Design softmax_argmax_collector, sky130hd; sources not shown.
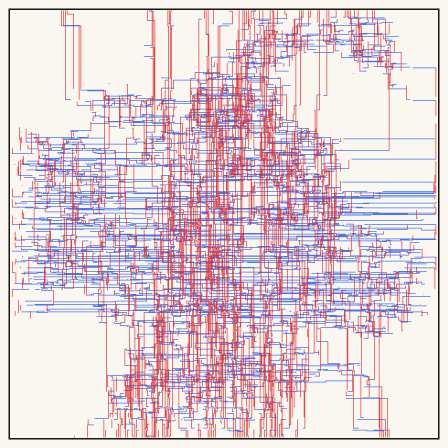
Fig. 1. Metal layers overlaid (run 1).
Two of the layers only.
legend:
  red:
    layer: met2
    wire_length: 17,100 um
  blue:
    layer: met1
    wire_length: 18,300 um
vias post-DR: 10,040
final wirelength: 38.16 mm

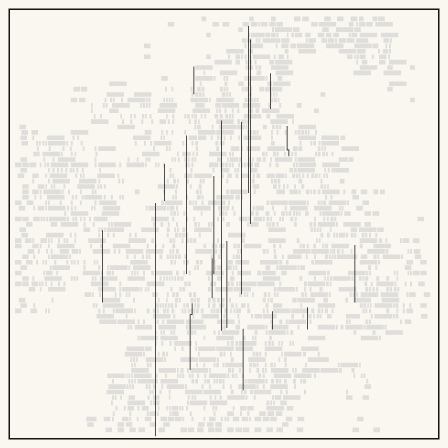
Fig. 2. M4 wires (run 1).
Cells faint in the background.
wire length on this layer: 881 um
share of all routed wire: 2.3%

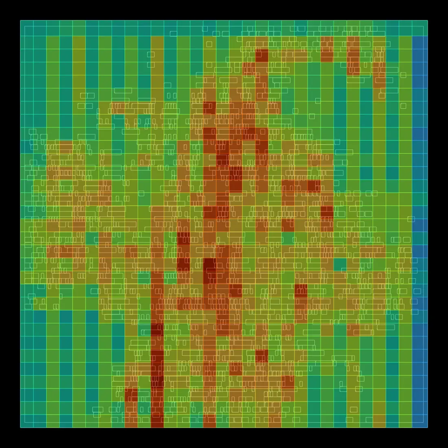
Fig. 3. Congestion heat map (run 1).
met2 usage: 25.87%
GR Util met1: 23.59%

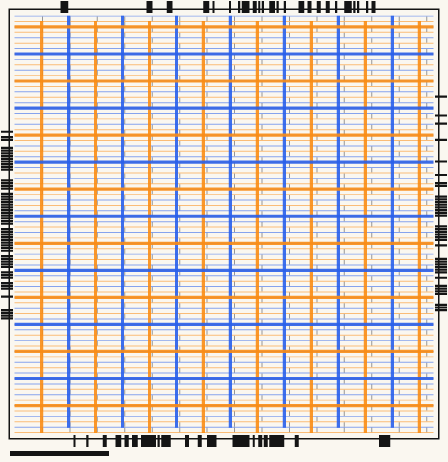
Fig. 4. PDN straps and rails (run 1).
The bar under the picture is 50 um long. Pins as bars on the die edge. Tap cells in grey.
legend:
  blue:
    net: VDD
  orange:
    net: VSS
met5 straps: 15
tap cells: 592
Chip Width: 215.2 um
core area: 44,120 um^2
VDD IR max: 0.0008116 V
Die Ht: 215.2 um

==> job_summary.md, run 1 <==
### Metrics collected by this job

| Metric | Value |
|---|---|
| Cell mode on critical path | nand2_1 |
| Setup_tns | 0 ns |
| Die ar. | 46,330 um^2 |
| GR Util met3 | between 2 and 2.5% |
| Wire length on met3 | 1.948 mm |
| Commonest flop | dfrtp_1 |
| CP Depth | 18 |
| CTS Buf Count | 27 |
| Hold Buf Count CTS | 1 |
| GRT Overall Usage | ~16% |
| Buffer share of cell area | 15.73% |
| Max FFs per register | 160 |
| Max power group | combinational cells |
| Slew Viols, Final | 0 |
| Post-Syn Nets | 1,674 |
| Yosys top cell area share | about 50% |
| Clk sink count | 224 |
| Worst-Margin Slew | 0.9786 ns |
| Clk slew on worst S/H paths | 0.06 ns |
| Cells in synth_stat.txt | 1,493 |
| Psw | 0.008469 W |
| CTS tree | done |
| Flop count | 224 |
| Uppermost layer routed | met4 |
| Skew-Pair Late Insertion Delay | 0.56 ns |
| Clock root cell | clkbuf_16 |
| Seq power | 0.00462 W |
| Yosys adder share | 1.907% |
| Compound Share, Synth | slightly above 5% |
| Status | finished, final reports clean |
| Final hold slack | 0.4561 ns |
| Power, Total | 0.01725 W |
| Largest net degree at the start of global routing | 85 |
| Comb pwr share | 55.9% |
| Most numerous cell in the Yosys netlist | nand2_1 |
| Synth Instances | approximately 1,500 |
| Core Util, Final | 33.45% |
| Placed cell areas | 13,850 um^2 |
| Critical Path End Type | register |
| Largest class | sequential cells |
| Post-layout net count | 1,860 |
Fig. 5: run 1, close-up of the layout
Region (149, 41) to (174, 66) um. Cells in grey, sequential cells in the stronger grey; small squares are vias.
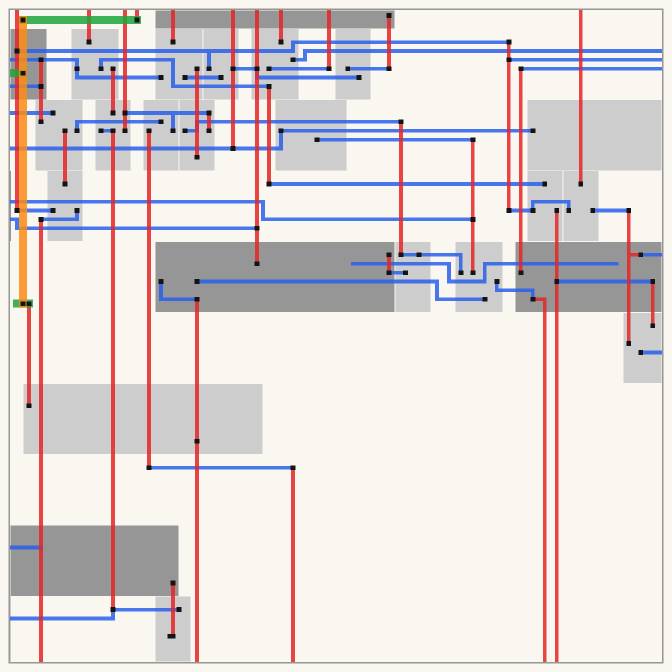

==> run 1 -> run 2 <==
--- a/config.mk
+++ b/config.mk
@@ -10,8 +10,9 @@
 export CORE_MARGIN = 2
 export CORE_UTILIZATION = 25
 export DETAILED_ROUTE_END_ITERATION = 16
-export PLACE_DENSITY = 0.55
+export PLACE_DENSITY = 0.57
 export SETUP_SLACK_MARGIN = 0.02
+export SLEW_MARGIN = 20
 export SYNTH_ARGS = -nofsm -noshare
 export SYNTH_HDL_FRONTEND = slang
 export SYNTH_SLANG_ARGS = --single-unit
==> constraint.sdc (replaced) <==
create_clock -name clk_p -period 2.5 [get_ports clk_p]
set_input_delay 0.375 -clock clk_p [delete_from_list [all_inputs] [get_ports clk_p]]
set_output_delay 0.375 -clock clk_p [all_outputs]
set_load 0.1 [all_outputs]
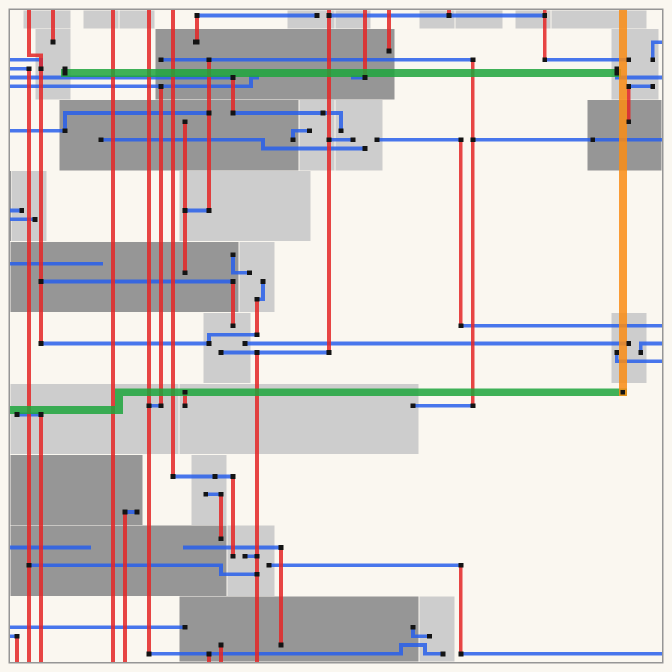
Fig. 6. Close-up of the layout (run 2).
Region (149, 41) to (174, 66) um. Cells in grey, sequential cells in the stronger grey; small squares are vias.
legend:
  red:
    layer: met2
  blue:
    layer: met1
  orange:
    layer: met4
  green:
    layer: met3
sequential cells in the window: 6
cells with their middle in the window: 20
most frequent: dfrtp_1 (6), inv_1 (5), o21ai_0 (4)

==> run 2 against run 1 <==
The flow now finishes with violations (negative setup slack); die area stayed put; first-iteration DRC count is 28% higher; cell count is 2.8% higher; clock skew is 0.0030 ns lower; highest routed layer unchanged; non-clock buffer count is 66 higher; count of clock-buffer cells in the layout is 5 lower.
==> job_summary.md, run 2 <==
### Metrics collected by this job

| Metric | Value |
|---|---|
| Most numerous cell in the Yosys netlist | nand2_1 |
| VDD IR max | 0.001035 V |
| Placed cell areas | 14,250 um^2 |
| Status | complete, but fails checks |
| Worst-Margin Slew | 0.6301 ns |
| Cells in synth_stat.txt | ~1,500 |
| Final hold slack | 0.3611 ns |
| Clock root cell | clkbuf_16 |
| CTS tree | done |
| GR Util met1 | about a quarter |
| Post-Syn Nets | 1,674 |
| CTS Buf Count | 25 |
| Largest class | sequential cells |
| Core area | between 40,000 and 50,000 um^2 |
| Final setup fails | 40 |
| Flop count | 224 |
| Hold Buf Count CTS | 1 |
| Fin worst setup slack | -0.4046 ns |
| Psw | 0.01271 W |
| Synth Instances | 1,493 |
| Yosys adder share | 1.907% |
| Max power group | combinational cells |
| Violations in the final reports | negative setup slack |
| Comb group | 0.0163 W |
| Comb pwr share | 61.8% |
| Chip Width | 215.2 um |
| Seq power | 0.00619 W |
| Buffer share of cell area | 18.59% |
| Uppermost layer routed | met4 |
| GRT Overall Usage | 16.73% |
| Yosys top cell area share | 50.25% |
| Max FFs per register | 160 |
| GR Util met3 | 2.279% |
| Power, Total | 0.02644 W |
| Slew Viols, Final | 0 |
| Clk sink count | 224 |
| Met2 usage | between 20% and 30% |
| Post-layout net count | 1,926 |
| Skew-Pair Late Insertion Delay | roughly 0.54 ns |
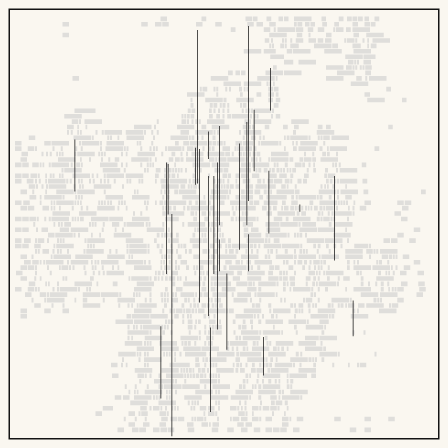
Fig. 7. M4 wires (run 2).
Cells faint in the background.
nets with wire on the layer: 17
share of all routed wire: 3.0%
longest straight run: 112 um
main direction: vertical
vias post-DR: 10,400
final wirelength: 39.18 mm

No activity file was given, so power comes from the tool's default toggle rates.
